Fig. 1: run 1, zoomed window
Region (91, 24) to (121, 54) µm. Cells in grey, sequential cells in the stronger grey; small squares are vias.
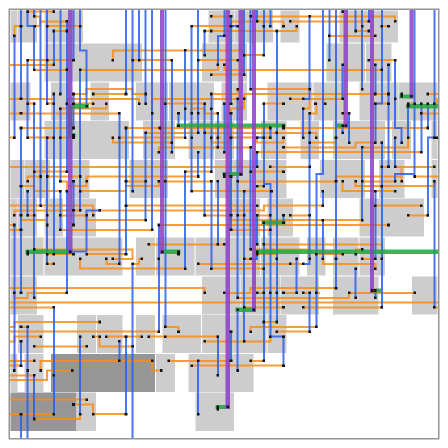
Fig. 2: run 1, clock routing
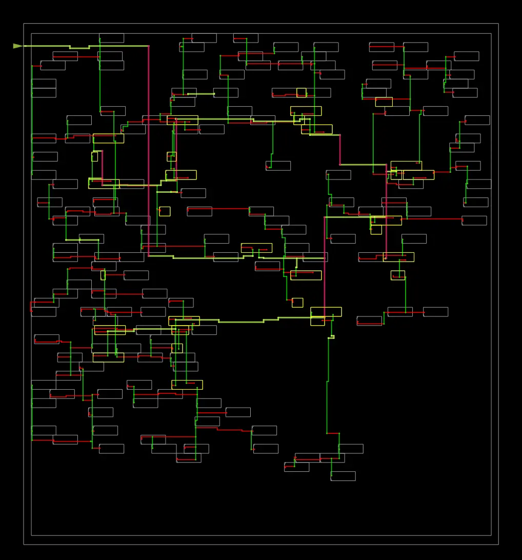
Fig. 3: run 1, register map, names as in the netlist
Bar = 50 µm. Other sequential cells in the stronger grey, the rest of the logic in the fainter grey.
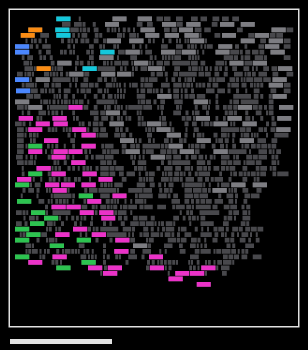
Fig. 4: run 1, clock network drawn from the DEF
Bar = 50 µm.
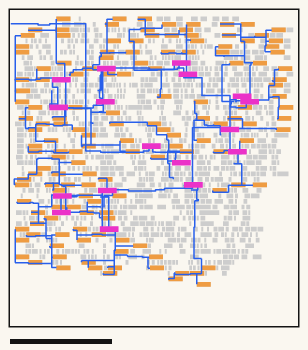
<file path="src/rtl/rsa_modexp_if.sv">
// Byte-serial load bus and result/status signals of the rsa_modexp core.
// RSA_CYCLE_CNT_EN adds the rsa_cycles compute-cycle count.
interface rsa_modexp_if #(
    parameter int DATA_WIDTH = 16
);
    logic                  rsa_load;
    logic [7:0]            rsa_din;
    logic                  rsa_busy;
    logic                  rsa_done;
    logic                  rsa_err;
    logic [DATA_WIDTH-1:0] rsa_dout;
`ifdef RSA_CYCLE_CNT_EN
    logic [15:0]           rsa_cycles;

    modport master (
        output rsa_load, rsa_din,
        input  rsa_busy, rsa_done, rsa_err, rsa_dout, rsa_cycles
    );

    modport slave (
        input  rsa_load, rsa_din,
        output rsa_busy, rsa_done, rsa_err, rsa_dout, rsa_cycles
    );
`else
    modport master (
        output rsa_load, rsa_din,
        input  rsa_busy, rsa_done, rsa_err, rsa_dout
    );

    modport slave (
        input  rsa_load, rsa_din,
        output rsa_busy, rsa_done, rsa_err, rsa_dout
    );
`endif
endinterface

</file>
<file path="src/rtl/rsa_modexp.sv">
// rsa_modexp: C = M^E mod N via a constant-time square-and-always-multiply ladder
// on a bit-serial interleaved modular multiplier. RSA_CYCLE_CNT_EN adds rsa_cycles.
module rsa_modexp #(
    parameter int   DATA_WIDTH  = 16,
    parameter logic LOAD_ACTIVE = 1'b1,
    parameter logic CLK_EDGE    = 1'b1
) (
    input logic         rsa_clk,
    input logic         rsa_rst,
    rsa_modexp_if.slave bus
);
    localparam int W      = DATA_WIDTH;
    localparam int NBYTES = 3 * (W / 8);
    localparam int CW     = $clog2(NBYTES + 1);
    localparam int SW     = $clog2(W + 1);
    localparam int IW     = $clog2(W);

    typedef enum logic [2:0] {IDLE, LOAD, CHECK, SQR, MUL, DONE} state_t;

    state_t          state;
    state_t          state_next;
    logic            clk;
    logic            load_on;
    logic            accept;
    logic            mult_last;
    logic            operand_bad;
    logic [CW-1:0]   byte_cnt;
    logic [3*W-1:0]  opnd;
    logic [W-1:0]    n_op;
    logic [W-1:0]    e_op;
    logic [W-1:0]    m_op;
    logic [W-1:0]    r_reg;
    logic [W-1:0]    mb_reg;
    logic [W-1:0]    e_sh;
    logic [W-1:0]    p_reg;
    logic [W-1:0]    p_next;
    logic [W+1:0]    p_dbl;
    logic [W+1:0]    p_add;
    logic [W+1:0]    n_ext;
    logic [SW-1:0]   step;
    logic [IW-1:0]   bit_idx;
    logic            busy;
    logic            done;
    logic            err;
    logic [W-1:0]    dout;

    // Falling-edge builds simply run the whole core on the inverted clock.
    assign clk = CLK_EDGE ? rsa_clk : ~rsa_clk;

    assign load_on     = (bus.rsa_load == LOAD_ACTIVE);
    assign n_op        = opnd[3*W-1:2*W];
    assign e_op        = opnd[2*W-1:W];
    assign m_op        = opnd[W-1:0];
    assign operand_bad = (n_op < W'(2)) || (m_op >= n_op);
    assign mult_last   = (step == SW'(W));

    always_ff @(posedge clk) begin
        if (rsa_rst) begin
            state <= IDLE;
        end else begin
            state <= state_next;
        end
    end

    always_comb begin
        state_next = state;
        accept     = 1'b0;
        case (state)
            IDLE: begin
                if (load_on) begin
                    accept     = 1'b1;
                    state_next = LOAD;
                end
            end
            LOAD: begin
                if (load_on) begin
                    accept = 1'b1;
                    if (byte_cnt == CW'(NBYTES - 1)) begin
                        state_next = CHECK;
                    end
                end
            end
            CHECK:   state_next = operand_bad ? IDLE : SQR;
            SQR:     if (mult_last) state_next = MUL;
            MUL:     if (mult_last) state_next = (bit_idx == '0) ? DONE : SQR;
            DONE:    state_next = IDLE;
            default: state_next = IDLE;
        endcase
    end

    // One interleaved step: P stays below N, so W+2 bits absorb 2P + A.
    always_comb begin
        n_ext = {2'b00, n_op};
        p_dbl = {1'b0, p_reg, 1'b0};
        if (p_dbl >= n_ext) begin
            p_dbl = p_dbl - n_ext;
        end
        p_add = p_dbl;
        if (mb_reg[W-1]) begin
            p_add = p_dbl + {2'b00, r_reg};
        end
        if (p_add >= n_ext) begin
            p_next = W'(p_add - n_ext);
        end else begin
            p_next = W'(p_add);
        end
    end

    always_ff @(posedge clk) begin
        if (rsa_rst) begin
            byte_cnt <= '0;
            opnd     <= '0;
            r_reg    <= '0;
            mb_reg   <= '0;
            e_sh     <= '0;
            p_reg    <= '0;
            step     <= '0;
            bit_idx  <= '0;
            busy     <= 1'b0;
            done     <= 1'b0;
            err      <= 1'b0;
            dout     <= '0;
        end else begin
            done <= 1'b0;
            case (state)
                IDLE, LOAD: begin
                    if (accept) begin
                        if (state == IDLE) begin
                            opnd <= {{(3*W-8){1'b0}}, bus.rsa_din};
                            busy <= 1'b1;
                            err  <= 1'b0;
                            dout <= '0;
                        end else begin
                            opnd <= {opnd[3*W-9:0], bus.rsa_din};
                        end
                        byte_cnt <= (state_next == CHECK) ? '0 : byte_cnt + CW'(1);
                    end
                end
                CHECK: begin
                    if (operand_bad) begin
                        err  <= 1'b1;
                        busy <= 1'b0;
                    end else begin
                        r_reg   <= W'(1);
                        e_sh    <= e_op;
                        bit_idx <= IW'(W - 1);
                        step    <= '0;
                    end
                end
                // Both phases always run a full multiply; MUL keeps its product only on E[i]=1.
                SQR, MUL: begin
                    if (step == '0) begin
                        p_reg  <= '0;
                        mb_reg <= (state == MUL) ? m_op : r_reg;
                        step   <= SW'(1);
                    end else begin
                        p_reg  <= p_next;
                        mb_reg <= {mb_reg[W-2:0], 1'b0};
                        if (mult_last) begin
                            step <= '0;
                            if (state == SQR) begin
                                r_reg <= p_next;
                            end else begin
                                if (e_sh[W-1]) begin
                                    r_reg <= p_next;
                                end
                                e_sh    <= {e_sh[W-2:0], 1'b0};
                                bit_idx <= bit_idx - IW'(1);
                            end
                        end else begin
                            step <= step + SW'(1);
                        end
                    end
                end
                DONE: begin
                    dout <= r_reg;
                    done <= 1'b1;
                    busy <= 1'b0;
                end
                default: begin
                end
            endcase
        end
    end

    assign bus.rsa_busy = busy;
    assign bus.rsa_done = done;
    assign bus.rsa_err  = err;
    assign bus.rsa_dout = dout;

`ifdef RSA_CYCLE_CNT_EN
    logic [15:0] cycles;

    always_ff @(posedge clk) begin
        if (rsa_rst) begin
            cycles <= '0;
        end else if (accept && state == IDLE) begin
            cycles <= '0;
        end else if ((state == CHECK || state == SQR || state == MUL || state == DONE)
                     && cycles != 16'hFFFF) begin
            cycles <= cycles + 16'd1;
        end
    end

    assign bus.rsa_cycles = cycles;
`endif
endmodule

</file>
<file path="src/flat_wrapper.sv">
// flat-port wrapper written by rule: the top's interface ports become plain ports
module rsa_modexp_flat 
#(
    parameter int   DATA_WIDTH  = 16,
    parameter logic LOAD_ACTIVE = 1'b1,
    parameter logic CLK_EDGE    = 1'b1
)
  (rsa_clk, rsa_rst, bus_rsa_load, bus_rsa_din, bus_rsa_busy, bus_rsa_done, bus_rsa_err, bus_rsa_dout);
  rsa_modexp_if #(.DATA_WIDTH(DATA_WIDTH)) bus_i ();
  input logic rsa_clk;
  input logic rsa_rst;
  input wire logic [$bits(bus_i.rsa_load)-1:0] bus_rsa_load;
  input wire logic [$bits(bus_i.rsa_din)-1:0] bus_rsa_din;
  output wire logic [$bits(bus_i.rsa_busy)-1:0] bus_rsa_busy;
  output wire logic [$bits(bus_i.rsa_done)-1:0] bus_rsa_done;
  output wire logic [$bits(bus_i.rsa_err)-1:0] bus_rsa_err;
  output wire logic [$bits(bus_i.rsa_dout)-1:0] bus_rsa_dout;
  assign bus_i.rsa_load = bus_rsa_load;
  assign bus_i.rsa_din = bus_rsa_din;
  assign bus_rsa_busy = bus_i.rsa_busy;
  assign bus_rsa_done = bus_i.rsa_done;
  assign bus_rsa_err = bus_i.rsa_err;
  assign bus_rsa_dout = bus_i.rsa_dout;
  rsa_modexp #(.DATA_WIDTH(DATA_WIDTH), .LOAD_ACTIVE(LOAD_ACTIVE), .CLK_EDGE(CLK_EDGE)) u_core (.rsa_clk(rsa_clk), .rsa_rst(rsa_rst), .bus(bus_i));
endmodule
</file>
<file path="config.mk">
export PLATFORM = sky130hd
export DESIGN_NAME = rsa_modexp_flat
export DESIGN_NICKNAME = d
export VERILOG_FILES = /design/src/rtl/rsa_modexp_if.sv /design/src/rtl/rsa_modexp.sv /design/src/flat_wrapper.sv
export SDC_FILE = /design/constraint.sdc
export NUM_CORES = 1
export LEC_CHECK = 0
export ABC_CLOCK_PERIOD_IN_PS = 7000
export CORE_ASPECT_RATIO = 1.1
export CORE_MARGIN = 2
export CORE_UTILIZATION = 45
export DETAILED_ROUTE_END_ITERATION = 10
export GPL_ROUTABILITY_DRIVEN = 1
export PLACE_DENSITY = 0.69
export SYNTH_ARGS = -nofsm -noshare
export SYNTH_HDL_FRONTEND = slang
export SYNTH_SLANG_ARGS = --single-unit
</file>
<file path="constraint.sdc">
create_clock -name rsa_clk -period 7 [get_ports rsa_clk]
set_input_delay 0.7 -clock rsa_clk [delete_from_list [all_inputs] [get_ports rsa_clk]]
set_output_delay 0.7 -clock rsa_clk [all_outputs]
set_load 0.03 [all_outputs]
</file>
==> results.json, run 1 <==
{
  "clock_path_buffers": 2,
  "synth_stat.cells": 1223,
  "dieWidth_um": 142,
  "hold_path.class": "register to register",
  "cts_root_buf": "sky130_fd_sc_hd__clkbuf_16",
  "ys_sh_mux": 0.0140,
  "setup_crit_end_kind": "register",
  "number_of_pins_with_negative_max_slew_slack_in_the_final_report": 0,
  "critical_path_cell_count": 27,
  "dpl.hpwl_um": 21700,
  "post_synth.cell_area_avg_um2": 7.66,
  "synth_area_um2": 9360,
  "timing.final.setup_violations": 0,
  "drt-wirelength-per-cell_um": 19.9,
  "fraction_of_final_layout_cells_with_drive_strength_greater_than_1": 0.0869,
  "drt_pass1_iterations": 6,
  "total_die_size_um2": 22000,
  "number_of_global_route_vias_before_repair": 8707,
  "powerDensity_nw_per_um2": 174,
  "cts.reportedPaths.clkPinSlew_ns": 0.07,
  "ys.flop_type": "sky130_fd_sc_hd__dfxtp_1",
  "synth_nets": 1307,
  "number_of_flip_flops_under_the_largest_register_name": 48,
  "worst_setup_start_kind": "register",
  "fin_crit_share": 0.936,
  "detailroute.via_count": 9335,
  "cts_tree": "built",
  "async_flop_share": 0,
  "synth_cell_types": 67,
  "min-delay-start": "u_core.mb_reg[8]$_SDFFE_PP0N_",
  "antenna_found_initial": 0,
  "crit_arrival_ns": 6.91,
  "finalWeightedCongestion": 1.02,
  "number_of_max_capacitance_violations_reported": 0,
  "req_time_crit_path_ns": 7.36,
  "synth-compound-area-share": 0.259,
  "hold-path-endpoint": "u_core.mb_reg[8]$_SDFFE_PP0N_",
  "yosys_top_cell_by_instances": "sky130_fd_sc_hd__nand2_1",
  "critPathSlowestCell": "sky130_fd_sc_hd__or4_1",
  "synth_adder_area_share": 0.0999,
  "topCombFamilyByArea": "AND-OR/OR-AND gates",
  "coreArea_um2": 20500,
  "crit_type": "register to register",
  "number_of_h_tree_levels": 4,
  "time_the_final_worst_path_needs_with_i_o_delays_and_setup_ns": 6.55,
  "setup.reg_to_reg.worst_slack_ns": 0.45,
  "synth-edff-count": 0,
  "max_stage_delay_ns": 0.50,
  "layout.filler_cells": 1995,
  "post-place-cells": 1458,
  "finalWorstSetupSlack_ns": 0.450,
  "globalRouteOverflowTotal": 0,
  "final_hold_viol_count": 0,
  "postSynthSeqShare": 0.312,
  "finish.instance_area_um2": 10600,
  "leading_cell_types_by_total_area_after_synthesis": "sky130_fd_sc_hd__dfxtp_1, sky130_fd_sc_hd__ha_1, sky130_fd_sc_hd__nand2_1",
  "totalWireLength_um": 29800,
  "fmax_mhz": 153,
  "synth-xor-area-share": 0.0355,
  "final_cell_mix": "sky130_fd_sc_hd__nand2_1, sky130_fd_sc_hd__dfxtp_1, sky130_fd_sc_hd__a21oi_1",
  "grt_start_max_net_pins": 70,
  "port_buffers": 29,
  "ys_sh_simple": 0.230,
  "worstReg2RegStart": "u_core.opnd[37]$_SDFFE_PP0P_",
  "timing.critical_path.from": "u_core.opnd[37]$_SDFFE_PP0P_",
  "netlist_instances": 1223,
  "ir_drop_mv": 0.182,
  "status": "finished, final reports clean",
  "cellLeakagePower_nw": 4.05,
  "top_area_cell": "sky130_fd_sc_hd__dfxtp_1",
  "warnings_from_yosys": 0,
  "reg_with_most_ffs": "u_core.opnd",
  "final.setup_skew_ns": 0.0127,
  "cts_buffers": 17,
  "stdcell_count": 1499,
  "flop_and_latch_count_out_of_synthesis": 146,
  "final_layout_top_logic_cell": "sky130_fd_sc_hd__nand2_1",
  "gr-usage-all-layers": 0.270,
  "antenna_cells_inserted": 0,
  "route.antenna.remaining_nets": 0,
  "cp_common_cell": "sky130_fd_sc_hd__ha_1",
  "cts_hold_buffers": 0,
  "critPathCapture": "u_core.p_reg[7]$_SDFFE_PP0N_",
  "holdWs_ns": 0.451,
  "critical_path_peak_fanout": 23,
  "crit-reg2reg-capture": "u_core.p_reg[7]$_SDFFE_PP0N_",
  "num-nets-final": 1315,
  "maxSlewHeadroom": 0.204,
  "hold_depth": 2,
  "post-route-drc-count": 0
}
Notes on Fig. 1 above:
legend:
  M3:
    colour: green
  M4:
    colour: purple
  M1:
    colour: orange
  M2:
    colour: blue
most frequent: nand2_1 (10), buf_4 (8), a21oi_1 (7)
netlist names of flops here include: u_core.opnd (2)
cells with their middle in the window: 68
sequential cells in the window: 2

Notes on Fig. 2 above:
FF+latch count: 146
# clock sinks: 146
Insertion Delay late pin: 0.44 ns
clk_buf instances: 20

Notes on Fig. 3 above:
legend:
  u_core.opnd:
    colour: magenta
    sequential_cells: 48
  u_core.e_sh:
    colour: green
    sequential_cells: 16
  u_core.byte_cnt:
    colour: orange
    sequential_cells: 3
  u_core.bit_idx:
    colour: blue
    sequential_cells: 4
    where: top left
  u_core.step:
    colour: cyan
    sequential_cells: 5
    where: top left

Notes on Fig. 4 above:
legend:
  flip-flops:
    colour: orange
    count: 146
  clock wires:
    colour: blue
    length: 2070 µm
  clock-net drivers:
    colour: magenta
    count: 17
routed clock nets: 18

-- run 1: cell type report --
cell class,instances,area [µm²],area share
Clock buffer,20,457,0.0432
Clock inverter,11,95.1,0.00899
Multi-Input combinational cell,960,6080,0.575
Tap cell,256,320,0.0303
Inverter,45,169,0.0160
Sequential cell,146,2920,0.276
Timing Repair Buffer,61,538,0.0508
-- run 1: stage by stage --
stage                     setup TNS [ns]  total power (W)
final                                  0          0.00184
after global routing              -0.111          0.00189
after global placement                 0         0.000973
after CTS                              0          0.00184
after detailed placement               0         0.000976
after floorplan                        0         0.000939
-- run 1: power by group --
group          switching (W)  internal [W]  total (W)
Combinational      0.0000766     0.0000342   0.000111
Sequential         0.0000103      0.000837   0.000848
Clock               0.000401      0.000480   0.000881
Total               0.000488       0.00135    0.00184
-- run 1: worst register-to-register path, delay by kind of cell, from the launching register on --
family	cells	cell delay (ns)
buffers and inverters	3	0.34
multiplexers	1	0.39
AND-OR/OR-AND	13	2.85
AND/OR/NAND/NOR	6	1.35
flip-flops	1	0.37
XOR/XNOR	1	0.16
adder cells (fa/ha/maj)	3	1.03
-- run 1: per-layer routing --
metal,GRT usage,share of wire,wire (µm),vias to the layer above
met2,0.431,0.46,13800,340
met4,0.150,0.057,1700,0
met1,0.347,0.42,12600,4450
met5,0,0,0,-
li1,-,-,-,4446
met3,0.0459,0.058,1740,99
-- run 1: cell families after synthesis --
kind of cell / Yosys count
buf+inv: 118
simple gates: 475
xor+xnor: 38
fa+ha+maj: 73
mux: 12
flops: 146
compound gates: 361
-- run 1: repair_timing --
action,in CTS,in global routing
endpoints found under the setup margin,0,32
resized,0,14
setup buffers,0,9
==> run 1 -> run 2 <==
--- a/config.mk
+++ b/config.mk
@@ -11,7 +11,9 @@
 export CORE_UTILIZATION = 45
 export DETAILED_ROUTE_END_ITERATION = 10
 export GPL_ROUTABILITY_DRIVEN = 1
+export HOLD_SLACK_MARGIN = 0.02
 export PLACE_DENSITY = 0.69
+export SETUP_SLACK_MARGIN = 0.3
 export SYNTH_ARGS = -nofsm -noshare
 export SYNTH_HDL_FRONTEND = slang
 export SYNTH_SLANG_ARGS = --single-unit
Fig. 5: run 2, zoomed window
Region (91, 24) to (121, 54) µm. Cells in grey, sequential cells in the stronger grey; small squares are vias.
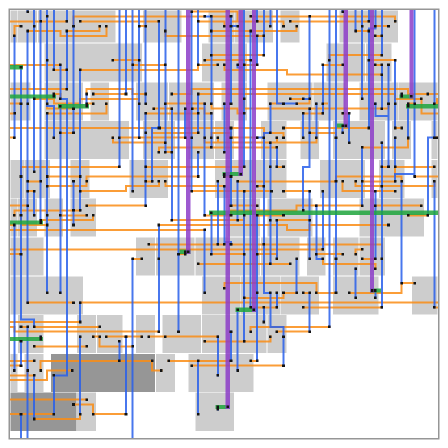
legend:
  M3:
    colour: green
  M4:
    colour: purple
  M2:
    colour: blue
  M1:
    colour: orange
netlist names of flops here include: u_core.opnd (2)
sequential cells in the window: 2
most frequent: nand2_1 (9), buf_4 (9), a21oi_1 (6)
cells with their middle in the window: 69

==> run 2 against run 1 <==
  * Clock-buffer cell count unchanged
  * Power decreased by 0.20%
  * Via count increased by 0.36%
  * Routed wire length decreased by 0.22%
  * Worst hold slack about the same
  * First-iteration DRC count decreased by 0.36%
  * Non-clock buffer count increased by 3
  * Combinational power about the same
  * Critical path depth unchanged
  * Global-route usage about the same
  * Setup slack improved by 0.20 ns
==> results.json, run 2 <==
{
  "warnings_from_yosys": 0,
  "synth-compound-area-share": 0.259,
  "drt_pass1_iterations": 5,
  "clock_path_buffers": 2,
  "pwr.group.sequential_w": 0.000848,
  "cts.reportedPaths.clkPinSlew_ns": 0.07,
  "setup_crit_end_kind": "register",
  "logic_area_um2": 6120,
  "share_clk_of_total_power": 0.478,
  "leading_cell_types_by_total_area_after_synthesis": "sky130_fd_sc_hd__dfxtp_1, sky130_fd_sc_hd__ha_1, sky130_fd_sc_hd__nand2_1",
  "netlist_instances": 1223,
  "drt-wirelength-per-cell_um": 19.8,
  "ir_drop_mv": 0.179,
  "total_die_size_um2": 22000,
  "top_area_cell": "sky130_fd_sc_hd__dfxtp_1",
  "crit_arrival_ns": 6.70,
  "yosys_top_cell_by_instances": "sky130_fd_sc_hd__nand2_1",
  "num-nets-final": 1318,
  "sequential_share_of_power": 0.462,
  "async_flop_share": 0,
  "synth_stat.cells": 1223,
  "synth-xor-area-share": 0.0355,
  "number_of_max_capacitance_violations_reported": 0,
  "layout.filler_cells": 1989,
  "finish.instance_area_um2": 10600,
  "port_buffers": 29,
  "route.antenna.remaining_nets": 0,
  "fin_setup_tns_ns": 0,
  "final_hold_viol_count": 0,
  "totalWireLength_um": 29800,
  "coreArea_um2": 20500,
  "cts_num_sinks": 146,
  "powerDensity_nw_per_um2": 172,
  "clockNetworkPower_w": 0.000877,
  "ys_sh_mux": 0.0140,
  "ys_sh_simple": 0.230,
  "status": "finished, final reports clean",
  "post_synth.cell_area_avg_um2": 7.66,
  "seqCellArea_um2": 2920,
  "max_stage_delay_ns": 0.50,
  "fmax_mhz": 158,
  "dieWidth_um": 142,
  "ys.flop_type": "sky130_fd_sc_hd__dfxtp_1",
  "dpl.hpwl_um": 21700,
  "postSynthSeqShare": 0.312,
  "worst_setup_start_kind": "register",
  "critical_path_peak_fanout": 23,
  "synth_area_um2": 9360,
  "number_of_global_route_vias_before_repair": 8703,
  "cts_hold_buffers": 0,
  "post-route-drc-count": 0,
  "combinationalPower_w": 0.000111,
  "cts_buffers": 17,
  "final.setup_skew_ns": 0.0110,
  "final_layout_top_logic_cell": "sky130_fd_sc_hd__nand2_1",
  "globalRouteOverflowTotal": 0,
  "antenna_cells_inserted": 0,
  "synth_adder_area_share": 0.0999,
  "req_time_crit_path_ns": 7.36,
  "crit_type": "register to register",
  "power.total_w": 0.00184,
  "number_of_h_tree_levels": 4
}
run 2: cell counts after synthesis:
Identical to the previous run, type by type.
run 2: metal layers:
| metal | routed length, µm | vias up | global-route usage |
|---|---|---|---|
| li1 | - | 4452 | - |
| met1 | 12600 | 4447 | 0.347 |
| met2 | 13700 | 360 | 0.431 |
| met3 | 1720 | 110 | 0.0459 |
| met4 | 1750 | 0 | 0.150 |
| met5 | 0 | - | 0 |
run 2: tightest hold or removal path, cell delays in order, from the launching register on:
cell	delay, ns
sky130_fd_sc_hd__dfxtp_1	0.31
sky130_fd_sc_hd__nand2_1	0.05
sky130_fd_sc_hd__a21oi_1	0.05
run 2: cell type report:
| cell class | count | share of cell area |
|---|---|---|
| Sequential cell | 146 | 0.275 |
| Tap cell | 256 | 0.0301 |
| Timing Repair Buffer | 64 | 0.0527 |
| Inverter | 45 | 0.0159 |
| Clock buffer | 20 | 0.0429 |
| Multi-Input combinational cell | 960 | 0.575 |
| Clock inverter | 11 | 0.00893 |
run 2: worst paths after layout:
path                                 start                       endpoint  slack [ns]  cells after the start
max           u_core.opnd[37]$_SDFFE_PP0P_   u_core.p_reg[7]$_SDFFE_PP0N_        0.65                     27
max reg2reg   u_core.opnd[37]$_SDFFE_PP0P_   u_core.p_reg[7]$_SDFFE_PP0N_        0.65                     27
min          u_core.mb_reg[8]$_SDFFE_PP0N_  u_core.mb_reg[8]$_SDFFE_PP0N_        0.45                      2
min reg2reg  u_core.mb_reg[8]$_SDFFE_PP0N_  u_core.mb_reg[8]$_SDFFE_PP0N_        0.45                      2
run 2: timing repair:
item,4_1_cts,5_1_grt
pin swaps,0,4
endpoints found under the setup margin,17,32
setup buffers,0,12
cloned,0,1
gates resized,3,19
hold endpoints to repair,0,0
Power and IR drop assume default switching activity.
